[config.mk]
export PLATFORM = sky130hd
export DESIGN_NAME = dmem_arbiter_flat
export DESIGN_NICKNAME = d
export VERILOG_FILES = /design/src/rtl/dmem_arbiter_if.sv /design/src/rtl/dmem_arbiter.sv /design/src/flat_wrapper.sv
export SDC_FILE = /design/constraint.sdc
export NUM_CORES = 1
export LEC_CHECK = 0
export CORE_AREA = 3 3 123 125
export DETAILED_ROUTE_END_ITERATION = 8
export DIE_AREA = 0 0 126 128
export DONT_BUFFER_PORTS = 1
export SYNTH_ARGS = -nofsm -noshare
export SYNTH_HDL_FRONTEND = slang
export SYNTH_SLANG_ARGS = --single-unit
[constraint.sdc]
create_clock -name clk -period 2.6 [get_ports clk]
set_input_delay 0.39 -clock clk [delete_from_list [all_inputs] [get_ports clk]]
set_output_delay 0.39 -clock clk [all_outputs]
set_load 0.02 [all_outputs]
[src/rtl/dmem_arbiter_if.sv]
// Bus bundle between the two data-memory requesters, the arbiter and the memory.
// The slave view belongs to the arbiter; the master view to the requesters and memory model.
interface dmem_arbiter_if #(
    parameter int ADDR_W = 32,
    parameter int DATA_W = 32
);
    logic              a_req;
    logic              a_write;
    logic [ADDR_W-1:0] a_addr;
    logic [DATA_W-1:0] a_wdata;
    logic              a_gnt;
    logic              a_rvalid;
    logic [DATA_W-1:0] a_rdata;

    logic              b_req;
    logic              b_write;
    logic [ADDR_W-1:0] b_addr;
    logic [DATA_W-1:0] b_wdata;
    logic              b_gnt;
    logic              b_rvalid;
    logic [DATA_W-1:0] b_rdata;

    logic              cpu_stall;
    logic              mem_en;
    logic              mem_write;
    logic [ADDR_W-1:0] mem_addr;
    logic [DATA_W-1:0] mem_wdata;
    logic [DATA_W-1:0] mem_rdata;
    logic [15:0]       conflict_cnt;

    modport slave (
        input  a_req, a_write, a_addr, a_wdata,
        input  b_req, b_write, b_addr, b_wdata,
        input  mem_rdata,
        output a_gnt, a_rvalid, a_rdata,
        output b_gnt, b_rvalid, b_rdata,
        output cpu_stall, mem_en, mem_write, mem_addr, mem_wdata, conflict_cnt
    );

    modport master (
        output a_req, a_write, a_addr, a_wdata,
        output b_req, b_write, b_addr, b_wdata,
        output mem_rdata,
        input  a_gnt, a_rvalid, a_rdata,
        input  b_gnt, b_rvalid, b_rdata,
        input  cpu_stall, mem_en, mem_write, mem_addr, mem_wdata, conflict_cnt
    );
endinterface

[src/rtl/dmem_arbiter.sv]
// Shares a single-port data memory between the core (port A, priority) and a
// secondary master (port B) with a starvation guard and 1-cycle read return routing.
module dmem_arbiter #(
    parameter int ADDR_W   = 32,
    parameter int DATA_W   = 32,
    parameter int MAX_WAIT = 4
) (
    input  logic            clk,
    input  logic            reset,
    dmem_arbiter_if.slave   bus
);

    localparam logic [3:0] MAX_WAIT_C = 4'(MAX_WAIT);

    logic [3:0]        wait_cnt;
    logic [15:0]       conflict_cnt;
    logic              vld_p1;
    logic              owner_b_p1;

    logic              b_starved;
    logic              a_gnt_p0;
    logic              b_gnt_p0;
    logic              mem_write_p0;
    logic [ADDR_W-1:0] mem_addr_p0;
    logic [DATA_W-1:0] mem_wdata_p0;

    function automatic logic [3:0] sat_inc_wait(input logic [3:0] v);
        return (v >= MAX_WAIT_C) ? MAX_WAIT_C : v + 4'd1;
    endfunction

    function automatic logic [15:0] sat_inc16(input logic [15:0] v);
        return (v == 16'hFFFF) ? v : v + 16'd1;
    endfunction

    // Stage p0: combinational grant and memory mux from requests and pre-update wait_cnt
    assign b_starved = (wait_cnt == MAX_WAIT_C);
    assign a_gnt_p0  = ~reset & bus.a_req & ~(bus.b_req & b_starved);
    assign b_gnt_p0  = ~reset & bus.b_req & (~bus.a_req | b_starved);

    always_comb begin
        mem_write_p0 = 1'b0;
        mem_addr_p0  = '0;
        mem_wdata_p0 = '0;
        if (a_gnt_p0) begin
            mem_write_p0 = bus.a_write;
            mem_addr_p0  = bus.a_addr;
            mem_wdata_p0 = bus.a_wdata;
        end else if (b_gnt_p0) begin
            mem_write_p0 = bus.b_write;
            mem_addr_p0  = bus.b_addr;
            mem_wdata_p0 = bus.b_wdata;
        end
    end

    assign bus.a_gnt     = a_gnt_p0;
    assign bus.b_gnt     = b_gnt_p0;
    assign bus.cpu_stall = ~reset & bus.a_req & ~a_gnt_p0;
    assign bus.mem_en    = a_gnt_p0 | b_gnt_p0;
    assign bus.mem_write = mem_write_p0;
    assign bus.mem_addr  = mem_addr_p0;
    assign bus.mem_wdata = mem_wdata_p0;

    always_ff @(posedge clk or posedge reset) begin
        if (reset) begin
            wait_cnt     <= 4'd0;
            conflict_cnt <= 16'd0;
            vld_p1       <= 1'b0;
            owner_b_p1   <= 1'b0;
        end else begin
            wait_cnt     <= (bus.b_req & ~b_gnt_p0) ? sat_inc_wait(wait_cnt) : 4'd0;
            if (bus.a_req & bus.b_req)
                conflict_cnt <= sat_inc16(conflict_cnt);
            vld_p1       <= (a_gnt_p0 | b_gnt_p0) & ~mem_write_p0;
            owner_b_p1   <= b_gnt_p0;
        end
    end

    // Stage p1: read data returns from memory to whichever port issued the read
    assign bus.a_rvalid     = vld_p1 & ~owner_b_p1;
    assign bus.b_rvalid     = vld_p1 & owner_b_p1;
    assign bus.a_rdata      = (vld_p1 & ~owner_b_p1) ? bus.mem_rdata : '0;
    assign bus.b_rdata      = (vld_p1 & owner_b_p1) ? bus.mem_rdata : '0;
    assign bus.conflict_cnt = conflict_cnt;

endmodule

[src/flat_wrapper.sv]
// flat-port wrapper written by rule: the top's interface ports become plain ports
module dmem_arbiter_flat 
#(
    parameter int ADDR_W   = 32,
    parameter int DATA_W   = 32,
    parameter int MAX_WAIT = 4
)
  (clk, reset, bus_a_req, bus_a_write, bus_a_addr, bus_a_wdata, bus_b_req, bus_b_write, bus_b_addr, bus_b_wdata, bus_mem_rdata, bus_a_gnt, bus_a_rvalid, bus_a_rdata, bus_b_gnt, bus_b_rvalid, bus_b_rdata, bus_cpu_stall, bus_mem_en, bus_mem_write, bus_mem_addr, bus_mem_wdata, bus_conflict_cnt);
  dmem_arbiter_if #(.ADDR_W(ADDR_W), .DATA_W(DATA_W)) bus_i ();
  input  logic clk;
  input  logic reset;
  input wire logic [$bits(bus_i.a_req)-1:0] bus_a_req;
  input wire logic [$bits(bus_i.a_write)-1:0] bus_a_write;
  input wire logic [$bits(bus_i.a_addr)-1:0] bus_a_addr;
  input wire logic [$bits(bus_i.a_wdata)-1:0] bus_a_wdata;
  input wire logic [$bits(bus_i.b_req)-1:0] bus_b_req;
  input wire logic [$bits(bus_i.b_write)-1:0] bus_b_write;
  input wire logic [$bits(bus_i.b_addr)-1:0] bus_b_addr;
  input wire logic [$bits(bus_i.b_wdata)-1:0] bus_b_wdata;
  input wire logic [$bits(bus_i.mem_rdata)-1:0] bus_mem_rdata;
  output wire logic [$bits(bus_i.a_gnt)-1:0] bus_a_gnt;
  output wire logic [$bits(bus_i.a_rvalid)-1:0] bus_a_rvalid;
  output wire logic [$bits(bus_i.a_rdata)-1:0] bus_a_rdata;
  output wire logic [$bits(bus_i.b_gnt)-1:0] bus_b_gnt;
  output wire logic [$bits(bus_i.b_rvalid)-1:0] bus_b_rvalid;
  output wire logic [$bits(bus_i.b_rdata)-1:0] bus_b_rdata;
  output wire logic [$bits(bus_i.cpu_stall)-1:0] bus_cpu_stall;
  output wire logic [$bits(bus_i.mem_en)-1:0] bus_mem_en;
  output wire logic [$bits(bus_i.mem_write)-1:0] bus_mem_write;
  output wire logic [$bits(bus_i.mem_addr)-1:0] bus_mem_addr;
  output wire logic [$bits(bus_i.mem_wdata)-1:0] bus_mem_wdata;
  output wire logic [$bits(bus_i.conflict_cnt)-1:0] bus_conflict_cnt;
  assign bus_i.a_req = bus_a_req;
  assign bus_i.a_write = bus_a_write;
  assign bus_i.a_addr = bus_a_addr;
  assign bus_i.a_wdata = bus_a_wdata;
  assign bus_i.b_req = bus_b_req;
  assign bus_i.b_write = bus_b_write;
  assign bus_i.b_addr = bus_b_addr;
  assign bus_i.b_wdata = bus_b_wdata;
  assign bus_i.mem_rdata = bus_mem_rdata;
  assign bus_a_gnt = bus_i.a_gnt;
  assign bus_a_rvalid = bus_i.a_rvalid;
  assign bus_a_rdata = bus_i.a_rdata;
  assign bus_b_gnt = bus_i.b_gnt;
  assign bus_b_rvalid = bus_i.b_rvalid;
  assign bus_b_rdata = bus_i.b_rdata;
  assign bus_cpu_stall = bus_i.cpu_stall;
  assign bus_mem_en = bus_i.mem_en;
  assign bus_mem_write = bus_i.mem_write;
  assign bus_mem_addr = bus_i.mem_addr;
  assign bus_mem_wdata = bus_i.mem_wdata;
  assign bus_conflict_cnt = bus_i.conflict_cnt;
  dmem_arbiter #(.ADDR_W(ADDR_W), .DATA_W(DATA_W), .MAX_WAIT(MAX_WAIT)) u_core (.clk(clk), .reset(reset), .bus(bus_i));
endmodule
==> impl.org, run 1 <==
* Flow results

** CTS
- Clock input transition at the sequential cells of the worst setup and hold paths :: 0.06 ns
- TritonCTS built the clock tree.
- Post CTS Setup Buffer Count :: 0

** Synth
- The share of synthesized area in the top cell type comes to 0.260.
- Counting the warning lines in the Yosys log gives 0.
- The cell-mix breakdown from Yosys lists the compound-gate area share as 0.291.
- Synthesized area per cell :: 8.62 sq um
- Of the total synthesized cell area, the portion taken by full adders, half adders and majority gates is 0.0171.
- Per the synth stats, the proportion of register bits with asynchronous set or reset is 1.00.
- Xor/xnor share :: 0.0400

** Drt
- Drt first-iter violations :: 123
- In this run the top signal layer used is met5.
- Dividing the detail-routed via count by the number of cells gives 5.33.

** Final layout
- Between the synthesized netlist and the finished layout, the area growth was recorded as 18.1%.
- Sequential cell count :: 22
- Per the layout area report, the sequential fraction of cell area is 0.213.
- Final design area excluding fillers :: 0.00259 sq mm
- At the end of the flow, the number of nets in the layout was 419.
- Buffers, non-clock :: 14
- Number of logic gates :: 204

** Outcome
- Outcome :: finished, final reports clean

** Final timing
- After layout, the minimum clock period comes to 2.51 ns.
- Number of failing hold endpoints at the final stage :: 0
- Across all hold checks on the routed design, the worst slack comes to 0.112 ns.
- Setup repair after global routing missed its margin :: false
- Maximum clock rate :: 399 MHz

** Global route
- Total grt overflow :: 0

** Placed design
- Detailed placement reports a standard cell area of 0.00244 sq mm.
- Last weighted congestion value of the routability-driven placer :: 0.946
- Before CTS, the worst setup slack after placement is 0.225 ns.
- Buffers placed on the I/O ports in this run total 0.

** Worst setup path
- Endpoint of the lowest-slack register-to-register path :: u_core.vld_p1
- Worst r2r src :: u_core.wait_cnt[0]
- The worst setup path is launched from a flop.
- WP depth :: 7
- Tracing the worst setup path back leads to its startpoint at u_core.wait_cnt[0].
- Largest fanout on the critical path :: 34
- Endpoint of the worst setup timing path :: bus_mem_wdata[4]

** Flow run
- In this run the maximum-capacitance check reported violations numbering 0.

** Floorplanning
- Overall die width :: 126 um
- 317 I/O pins were placed.

** Min path
- Worst hold path class :: in2async
==> run_1/met3.png <==
Scale: 4 px per um.
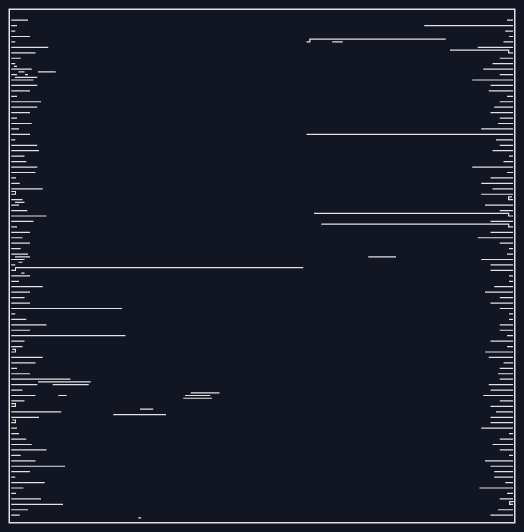
longest straight run: 71.8 um
main direction: horizontal
GR Layer Usage met3: 0.0313
total wire length: 12.7 mm

==> run_1/final_clocks.png <==
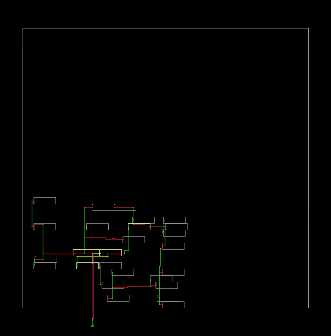
insertion delay at the late pin of the worst-skew pair: 0.25 ns
total CTS buffers: 3

==> run_1/clock_map.png <==
Scale: 4 px per um.
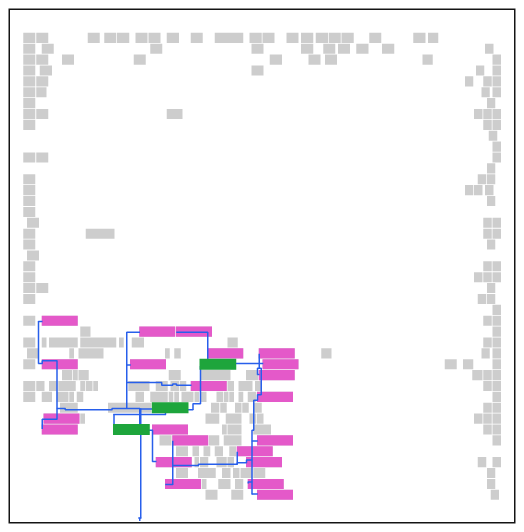
[clock wires] blue | length: 290 um
[cells driving clock nets] green | count: 3
[flip-flops] magenta | count: 22
routed clock nets: 4
part of the power in the clock network: 0.297
power dissipated in the clock network: 432 uW
worst clock skew: 0.00230 ns

==> run_1/metal_stack.png <==
Scale: 2 px per um.
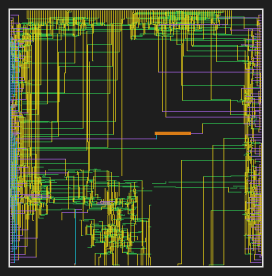

## Run 2: what changed since run 1
Settings changed: CORE_AREA 3 3 123 125 to 3 3 122 124, DIE_AREA 0 0 126 128 to 0 0 125 127, DONT_BUFFER_PORTS 1 to default.
==> run_2/metal_stack.png <==
Scale: 2 px per um.
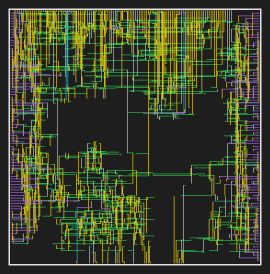
[met1] green | wire length: 5,080 um
[met4] cyan | wire length: 216 um
[met2] yellow | wire length: 6,990 um
[met3] purple | wire length: 1,250 um
Routed wire per std cell: 18.0 um
Via Count: 3,371
GR Util All Layers: 0.158
total wire length: 13.5 mm

==> run 2 against run 1 <==
Against the previous run: sequential share of layout area down 11 points; final cell count rose by 75%; via count increased by 47%; sequential cell count did not move; synthesized area is the same; critical endpoint unchanged; largest power group is now combinational cells.
==> impl.org, run 2 <==
* Flow results

** Outcome
- The flow ran to the end, and the final reports show no timing, DRC or antenna violations.

** Synth
- The async set or reset register ratio after synthesis was 1.00 (unchanged).
- Xor/xnor share :: 0.0400 (unchanged)
- The tally of yosys warning messages is 0 (unchanged).
- Proportion of netlist area held by the largest area contributor :: 0.260 (unchanged)
- Synthesized area per cell :: 8.62 sq um (unchanged)
- Post-synthesis share of cell area spent on and-or and or-and gates :: 0.291 (unchanged)

** CTS
- The clock transition time at the flip-flop clock pins of the worst setup and hold paths came to 0.05 ns (about the same).
- The clock buffer count from CTS was 3 (unchanged).
- Insertion delay at the late pin of the worst-skew pair :: 0.25 ns (about the same)
- TritonCTS built the clock tree.
- Post CTS Setup Buffer Count :: 2 (+2)

** Worst setup path
- STA lists the startpoint of the worst register-to-register path as u_core.wait_cnt[0].
- WP depth :: 8 (+1)
- Endpoint of the lowest-slack register-to-register path :: u_core.vld_p1
- According to the timing report, the critical path is launched from u_core.wait_cnt[0].

** Drt
- Top routing layer in use :: met4

** Floorplanning
- Number of top-level design ports :: 317 (unchanged)
- The overall die width is 125 um (-0.79%).

** Placed design
- The post-placement setup slack is -0.131 ns (-0.356 ns).
- Cell area reported after detailed placement :: 0.00569 sq mm (+130%)
- The number of port buffers was 316 (+316).
- Last weighted congestion value of the routability-driven placer :: 0.861 (-9.0%)

** Flow run
- The max-cap violation count is 0 (unchanged).

** Power
- Power dissipated in the clock network :: 316 uW (-27%)

** Final layout
- Relative to the synthesized area, the layout overhead comes to 151%.
- Buffers, non-clock :: 340 (+326)
- The count of multi-input combinational gates is 204 (unchanged).
- Final design area excluding fillers :: 0.00550 sq mm (+110%)
- Net count, final :: 745 (+78%)

** Final timing
- The final-report hold violation count came to 0 (unchanged).
- The post-layout minimum cycle time was 2.47 ns (-0.0387 ns).
- Setup repair after global routing left no endpoint under its margin.
- Maximum clock rate :: 405 MHz (+1.6%)
- The final worst hold slack is 0.493 ns (+0.382 ns).
==> run_2/met3.png <==
Scale: 4 px per um.
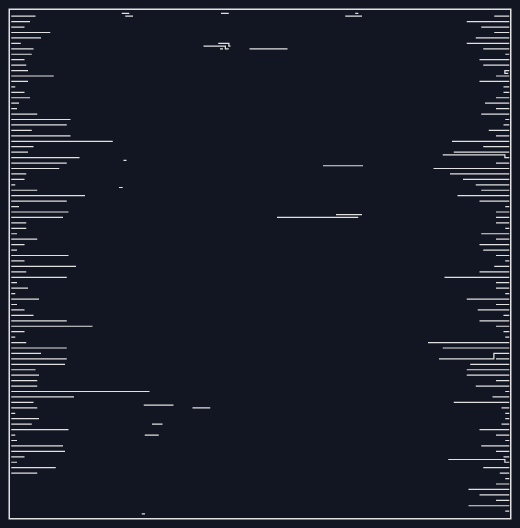
wire length on this layer: 1,250 um
main direction: horizontal
longest straight run: 34.3 um
share of all routed wire: 9.2%
GR Layer Usage met3: 0.0393

==> run_2/gate_families.png <==
Scale: 2 px per um.
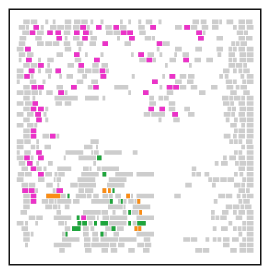

## Run 3: what changed since run 2
==> constraint.sdc (replaced) <==
create_clock -name clk -period 2.6 [get_ports clk]
set_input_delay 0.26 -clock clk [delete_from_list [all_inputs] [get_ports clk]]
set_output_delay 0.26 -clock clk [all_outputs]
set_load 0.02 [all_outputs]
==> run_3/gate_families.png <==
Scale: 2 px per um.
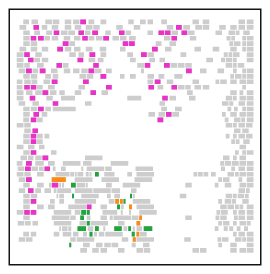
[inverting AOI/OAI gates] orange | cells: 8 | where: south
[AND-OR and OR-AND gates] magenta | cells: 67
[NAND gates] green | cells: 18
top logic cell by instance count in the layout: clkdlybuf4s50_1
combinational fraction of the cell area: 0.267
non-filler instance count after layout: 746

==> run_3/clock_map.png <==
Scale: 4 px per um.
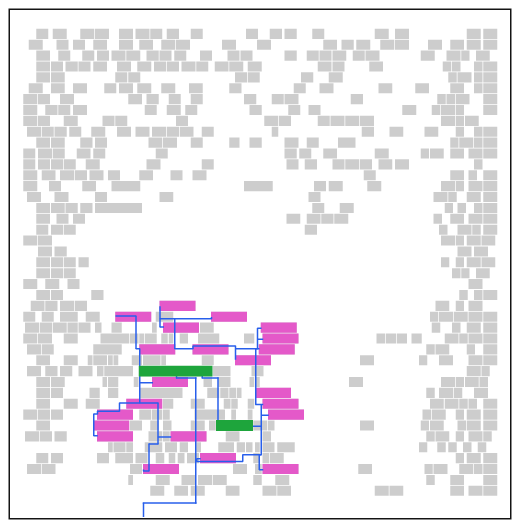
insertion delay at the late pin of the worst-skew pair: 0.26 ns
part of the power in the clock network: 0.220
worst clock skew: 0.00567 ns

==> run 3 against run 2 <==
Against the previous run: via count fell by 2.4%; sequential cell count did not move; combinational power barely moved.
==> impl.org, run 3 <==
* Flow results

** Outcome
- The run finished with clean final reports.

** Final layout
- The non-clock buffer instance count of the final layout is 331 (-2.6%).
- The count of multi-input combinational gates is 204 (unchanged).
- Between the synthesized netlist and the finished layout, the area growth was recorded as 160%.

** Final timing
- Setup repair after global routing missed its margin :: false
- The peak clock frequency supported by timing was 398 MHz (-1.6%).
- Worst Hold Slack :: 0.489 ns (-0.00426 ns)
- The final-report hold violation count came to 0 (unchanged).

** Placed design
- Worst setup slack after placement :: 0.0813 ns (+0.212 ns)
- Cell area reported after detailed placement :: 0.00563 sq mm (-1.1%)
- The final RePlAce weighted congestion came to 0.887 (+3.0%).

** CTS
- Clock input transition at the sequential cells of the worst setup and hold paths :: 0.06 ns (about the same)

** Worst setup path
- Startpoint of the worst setup timing path :: u_core.wait_cnt[0]
- Worst r2r src :: u_core.wait_cnt[0]

** Drt
- Via Count :: 3,290 (-2.4%)
- Routed wire per std cell :: 17.8 um (-0.89%)
- Top routing layer in use :: met4
- Total wire length :: 13.3 mm (-1.9%)

** Synth
- Proportion of netlist area held by the largest area contributor :: 0.260 (unchanged)
- The async set or reset register ratio after synthesis is 1.00 (unchanged).
Power and IR drop assume default switching activity.
